[src/rtl/mouse_pos_tracker.sv]
// rtl/mouse_pos_tracker.sv - PS/2 mouse packet framer and clamped absolute cursor position
module mouse_pos_tracker #(
    parameter int XMAX        = 1023,
    parameter int YMAX        = 767,
    parameter int X_INIT      = 512,
    parameter int Y_INIT      = 384,
    parameter int TIMEOUT_CYC = 131072
) (
    input  logic        clk,
    input  logic        rst,
    input  logic [7:0]  rx_data,
    input  logic        rx_valid,
    output logic [11:0] xpos,
    output logic [11:0] ypos,
    output logic        left_button,
    output logic        right_button,
    output logic        pkt_valid,
    output logic        sync_err
);

    localparam int CW = $clog2(TIMEOUT_CYC + 1);

    localparam logic [CW-1:0]     TO_LAST   = CW'(TIMEOUT_CYC - 1);
    localparam logic [11:0]       XMAX_12   = 12'(XMAX);
    localparam logic [11:0]       YMAX_12   = 12'(YMAX);
    localparam logic [11:0]       X_INIT_12 = 12'(X_INIT);
    localparam logic [11:0]       Y_INIT_12 = 12'(Y_INIT);
    localparam logic signed [12:0] XMAX_S   = 13'(XMAX);
    localparam logic signed [12:0] YMAX_S   = 13'(YMAX);

    typedef enum logic [1:0] {
        WAIT_B0,
        WAIT_B1,
        WAIT_B2
    } state_t;

    state_t             state;
    logic [7:0]         b0;
    logic [7:0]         b1;
    logic [CW-1:0]      idle_cnt;

    logic signed [12:0] dx;
    logic signed [12:0] dy;
    logic signed [12:0] x_sum;
    logic signed [12:0] y_sum;
    logic [11:0]        x_clamped;
    logic [11:0]        y_clamped;

    // Candidate position from the latched header/x byte and the y byte currently on rx_data
    always_comb begin
        dx = '0;
        dy = '0;
        if (!b0[6]) begin
            dx = {{4{b0[4]}}, b0[4], b1};
        end
        if (!b0[7]) begin
            dy = {{4{b0[5]}}, b0[5], rx_data};
        end
        // Screen y grows downward, so a positive mouse dy moves the cursor up.
        x_sum = $signed({1'b0, xpos}) + dx;
        y_sum = $signed({1'b0, ypos}) - dy;

        x_clamped = x_sum[11:0];
        if (x_sum < 13'sd0) begin
            x_clamped = 12'd0;
        end else if (x_sum > XMAX_S) begin
            x_clamped = XMAX_12;
        end

        y_clamped = y_sum[11:0];
        if (y_sum < 13'sd0) begin
            y_clamped = 12'd0;
        end else if (y_sum > YMAX_S) begin
            y_clamped = YMAX_12;
        end
    end

    // Packet framing FSM with mid-packet idle timeout and registered position/button outputs
    always_ff @(posedge clk) begin
        if (rst) begin
            state        <= WAIT_B0;
            b0           <= '0;
            b1           <= '0;
            idle_cnt     <= '0;
            xpos         <= X_INIT_12;
            ypos         <= Y_INIT_12;
            left_button  <= 1'b0;
            right_button <= 1'b0;
            pkt_valid    <= 1'b0;
            sync_err     <= 1'b0;
        end else begin
            pkt_valid <= 1'b0;
            sync_err  <= 1'b0;
            case (state)
                WAIT_B0: begin
                    idle_cnt <= '0;
                    if (rx_valid) begin
                        // Bit 3 is always set in a valid header; anything else means we are misaligned.
                        if (rx_data[3]) begin
                            b0    <= rx_data;
                            state <= WAIT_B1;
                        end else begin
                            sync_err <= 1'b1;
                        end
                    end
                end
                WAIT_B1: begin
                    if (rx_valid) begin
                        b1       <= rx_data;
                        idle_cnt <= '0;
                        state    <= WAIT_B2;
                    end else if (idle_cnt == TO_LAST) begin
                        idle_cnt <= '0;
                        sync_err <= 1'b1;
                        state    <= WAIT_B0;
                    end else begin
                        idle_cnt <= idle_cnt + CW'(1);
                    end
                end
                WAIT_B2: begin
                    // A byte arriving on the expiry cycle takes precedence over the timeout.
                    if (rx_valid) begin
                        xpos         <= x_clamped;
                        ypos         <= y_clamped;
                        left_button  <= b0[0];
                        right_button <= b0[1];
                        pkt_valid    <= 1'b1;
                        idle_cnt     <= '0;
                        state        <= WAIT_B0;
                    end else if (idle_cnt == TO_LAST) begin
                        idle_cnt <= '0;
                        sync_err <= 1'b1;
                        state    <= WAIT_B0;
                    end else begin
                        idle_cnt <= idle_cnt + CW'(1);
                    end
                end
                default: begin
                    idle_cnt <= '0;
                    state    <= WAIT_B0;
                end
            endcase
        end
    end

endmodule

[config.mk]
export PLATFORM = sky130hd
export DESIGN_NAME = mouse_pos_tracker
export DESIGN_NICKNAME = d
export VERILOG_FILES = /design/src/rtl/mouse_pos_tracker.sv
export SDC_FILE = /design/constraint.sdc
export NUM_CORES = 1
export LEC_CHECK = 0
export ABC_AREA = 1
export CAP_MARGIN = 5
export CELL_PAD_IN_SITES_DETAIL_PLACEMENT = 0
export CELL_PAD_IN_SITES_GLOBAL_PLACEMENT = 1
export CORE_AREA = 2 2 107 109
export DETAILED_ROUTE_END_ITERATION = 7
export DIE_AREA = 0 0 109 111
export GPL_TIMING_DRIVEN = 0
export PLACE_DENSITY = 0.75
export SLEW_MARGIN = 10
export SYNTH_ARGS = -nofsm -noshare
export SYNTH_HDL_FRONTEND = slang
export SYNTH_SLANG_ARGS = --single-unit
[constraint.sdc]
create_clock -name clk -period 2.4 [get_ports clk]
set_input_delay 0.48 -clock clk [delete_from_list [all_inputs] [get_ports clk]]
set_output_delay 0.48 -clock clk [all_outputs]
set_load 0.005 [all_outputs]
Routing congestion map:
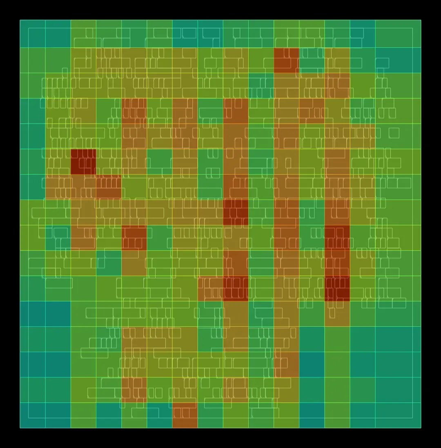
met2 Use GR: 28.9%
busiest grt layer: met2
met1 usage: 23.0%
final core utilization: 46.0%
Overall Global Routing Usage: 17.7%

Drive-strength map:
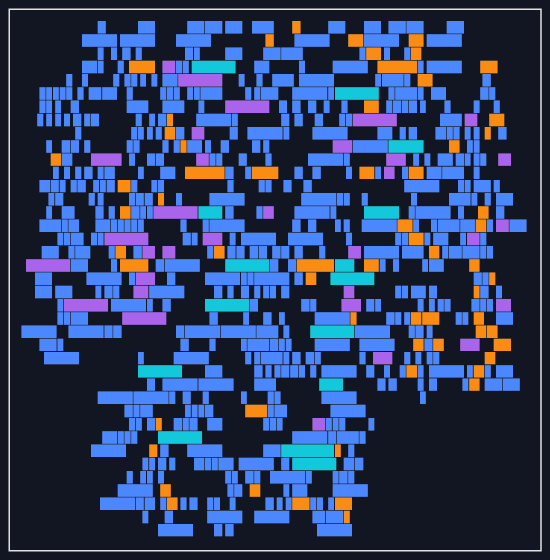
[x2] orange | cells: 62 | share: 9.5%
[x3 and x4] purple | cells: 32 | share: 4.9%
[x1 and smaller] blue | cells: 545 | share: 83%
[x6 and larger] cyan | cells: 15 | share: 2.3%

Metal 3:
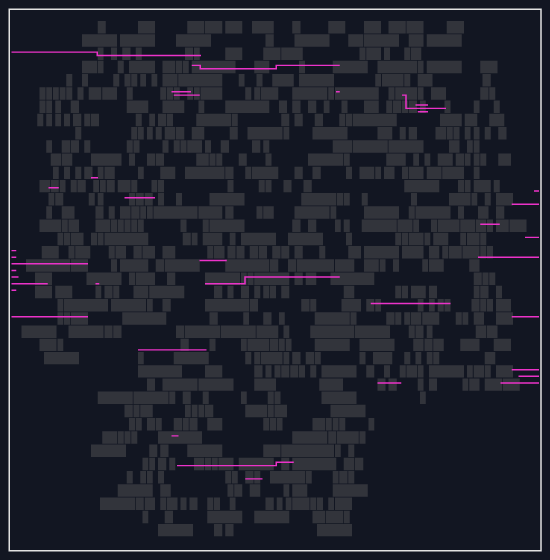
nets with wire on the layer: 30
wire length on this layer: 291 um
main direction: horizontal
longest straight run: 21.2 um
via count: 3791
final WL: 10.2 mm

Clock distribution:
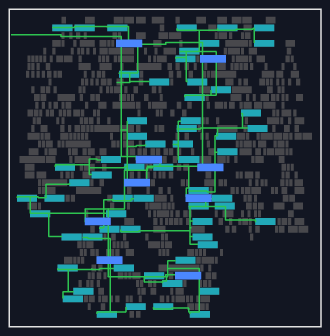
[clock-net drivers] blue | count: 9
[clock wires] green | length: 942 um
[flip-flops] cyan | count: 62
routed clock nets: 10

==> results_dict.tcl <==
# flow metrics
set metrics [dict create \
    ys_cells 592 \
    clockRootBuffer "clkbuf_16" \
    crit_path_end_kind "flop" \
    drive_above_1_share_pct 16.7 \
    start_kind "flop" \
    insertion_delay_ns 0.33 \
    drcViolationCount 0 \
    worstPathMaxFanout 8 \
    synth.net_count 631 \
    finalSetupViolCount 0 \
    aoi_share_pct 13.4 \
    port_buffers 37 \
    cts.sink_count 62 \
    routed.top_layer "met4" \
    period_used_pct 95.9 \
    final_cell_mix "nand2_1 (164), inv_1 (69), dfxtp_1 (61)" \
    hp-class "flop to flop" \
    layout.cells.non_filler 797 \
    yosysWarnings 0 \
    worst-path-stages 19 \
    relSlewSlack_pct 53.6 \
    synth-seq-cells 62 \
    p_clk_share_pct 37.7 \
    grt_pass1_vias 3564 \
    ctsHoldBuffers 0 \
    synth_chip_area_sq_mm 0.00398 \
    ys_seq_share_pct 31.2 \
    final_hold_viol_count 0 \
    path_buffers 4 \
    critPathKind "flop to flop" \
    netlist_area_sq_mm 0.00398 \
    worstMarginPinSlew_ns 0.696 \
    area_delta_synth_final_pct 28.0 \
    cts_buffers 9 \
    final_nets 688 \
    wl_met1_mm 4.86 \
    drtPass1Iterations 4 \
    die_x_um 109 \
    grt_max_degree 11 \
    num_io_pins 39 \
    ant_nets 0 \
    hold_path_end "b1[4]$_SDFFE_PP0P_" \
    r2r_start "b0[6]$_SDFFE_PP0P_" \
    chip_area_sq_mm 0.0121 \
    cp_slowest_cell "fa_2" \
    power.leakage_nw 2.18 \
    n_antenna_cell 0 \
    whs_path_depth 2 \
    clk_pin_slew_ns 0.05 \
    route.met3.wl_um 290 \
    tool_warnings 30 \
    swShare_pct 32.2 \
    max_stage_delay_ns 0.43 \
    critPathTopFamily "simple AND/OR/NAND/NOR gates" \
    power.internal_mw 2.37 \
    initCoreUtil_pct 35.9 \
    r2r_end "xpos[4]$_SDFFE_PP0P_" \
    status "complete, no violations" \
    clockBufferDepth 2 \
    ir_drop_uv 372 \
    cp_common_cell "nand2_2" \
    drv_cap 0 \
    antenna_found_initial 0 \
    wl_met2_mm 4.93 \
    die_h_um 111 \
    slew_viol_final 0 \
    post-place-ws_ns -0.787 \
    clock.fmax_ghz 0.434 \
    crit_arrival_ns 2.49 \
    htree_levels 3 \
    grt_pass1_wl_mm 16.8 \
    placed_cells 772 \
    routed_via_density 4.76 \
    ys_sh_adder_pct 9.18 \
    min-delay-start "b1[4]$_SDFFE_PP0P_" \
    power_switching_mw 1.12 \
]
## synthesized netlist by cell type
library cell | instances | share of area (%)
nand2_1 | 178 | 17
inv_1 | 70 | 6.6
dfxtp_1 | 62 | 31
a21oi_1 | 50 | 6.3
nor2_1 | 45 | 4.2
nand3_1 | 29 | 3.6
ha_1 | 26 | 8.2
o21ai_0 | 22 | 2.8
xnor2_1 | 10 | 2.2
a21oi_2 | 9 | 2.0
inv_2 | 9 | 0.85
xor2_1 | 9 | 2.0
clkbuf_1 | 8 | 0.75
nor3_1 | 8 | 1.0
nand2_2 | 7 | 1.1
o21ai_1 | 7 | 0.88
nand4_1 | 5 | 0.79
o21bai_1 | 4 | 0.75
nand2_4 | 3 | 0.85
nor2_2 | 3 | 0.47
a31oi_1 | 2 | 0.31
buf_4 | 2 | 0.38
fa_1 | 2 | 1.0
inv_4 | 2 | 0.31
nand3_2 | 2 | 0.50
nor3_2 | 2 | 0.50
nor3b_1 | 2 | 0.38
or2_2 | 2 | 0.31
a211oi_1 | 1 | 0.19
and2_1 | 1 | 0.16
buf_1 | 1 | 0.094
buf_6 | 1 | 0.28
clkinv_1 | 1 | 0.094
nand2_8 | 1 | 0.50
nand4_2 | 1 | 0.31
nor2_4 | 1 | 0.28
nor2_8 | 1 | 0.50
o21ai_2 | 1 | 0.22
or2_0 | 1 | 0.16
or2_4 | 1 | 0.22
## power by group through the flow
stage          logic (mW)  registers (mW)  clock network, mW
6_report             1.03            1.14               1.32
5_1_grt              1.16            1.15               1.40
2_1_floorplan       0.654            1.15                  0
3_3_place_gp        0.889            1.16                  0
3_5_place_dp        0.891            1.16                  0
4_1_cts             0.961            1.14               1.34
## layer usage
| metal | track usage [%] | vias up |
|---|---|---|
| li1 | - | 1999 |
| met3 | 4.06 | 10 |
| met4 | 5.56 | 0 |
| met5 | 0 | - |
| met2 | 28.9 | 52 |
| met1 | 23.0 | 1730 |
## area by class of cell
class                      instances  area, sq um
fill                            1104         5980
multi-input combinational        437         2570
sequential                        62         1240
timing repair buffer              46          433
inverter                          82          315
clock buffer                      13          260
tap                              143          179
buffer                            11         52.6
clock inverter                     3         42.5
## worst reg2reg max path: cells and delay by family, from the launching register on
family                     cells  cell delay (ns)
buffers and inverters          4             0.29
and+or+nand+nor               12             0.96
DFF                            1             0.32
adders and majority gates      2             0.56
AOI/OAI and AO/OA              1             0.05
## registers in the layout, indices dropped and copies added (netlist names)
signal and count:
xpos 12, b1 8, idle_cnt 18, pkt_valid 1
ypos 12, state 2, right_button 1, b0 6
sync_err 1, left_button 1
## timing repair
action	in CTS	in global routing
pin swaps	2	11
buffers inserted	1	7
gates resized	20	37
cloned	0	2
endpoints found under the setup margin	18	20
## stage by stage
step / setup TNS [ns] / total power, mW / hold WS, ns / util (%) / instance area, sq um
floorplan: 0 / 1.81 / 0.424 / - / 3980
global placement: -7.84 / 2.05 / 0.433 / 40.9 / 4530
detailed placement: -7.80 / 2.05 / 0.443 / 40.9 / 4530
CTS: 0 / 3.44 / 0.454 / 44.4 / 4910
global route: -0.129 / 3.71 / 0.475 / 46.0 / 5100
finish: 0 / 3.49 / 0.451 / 46.0 / 5100
Power and IR drop assume default switching activity.
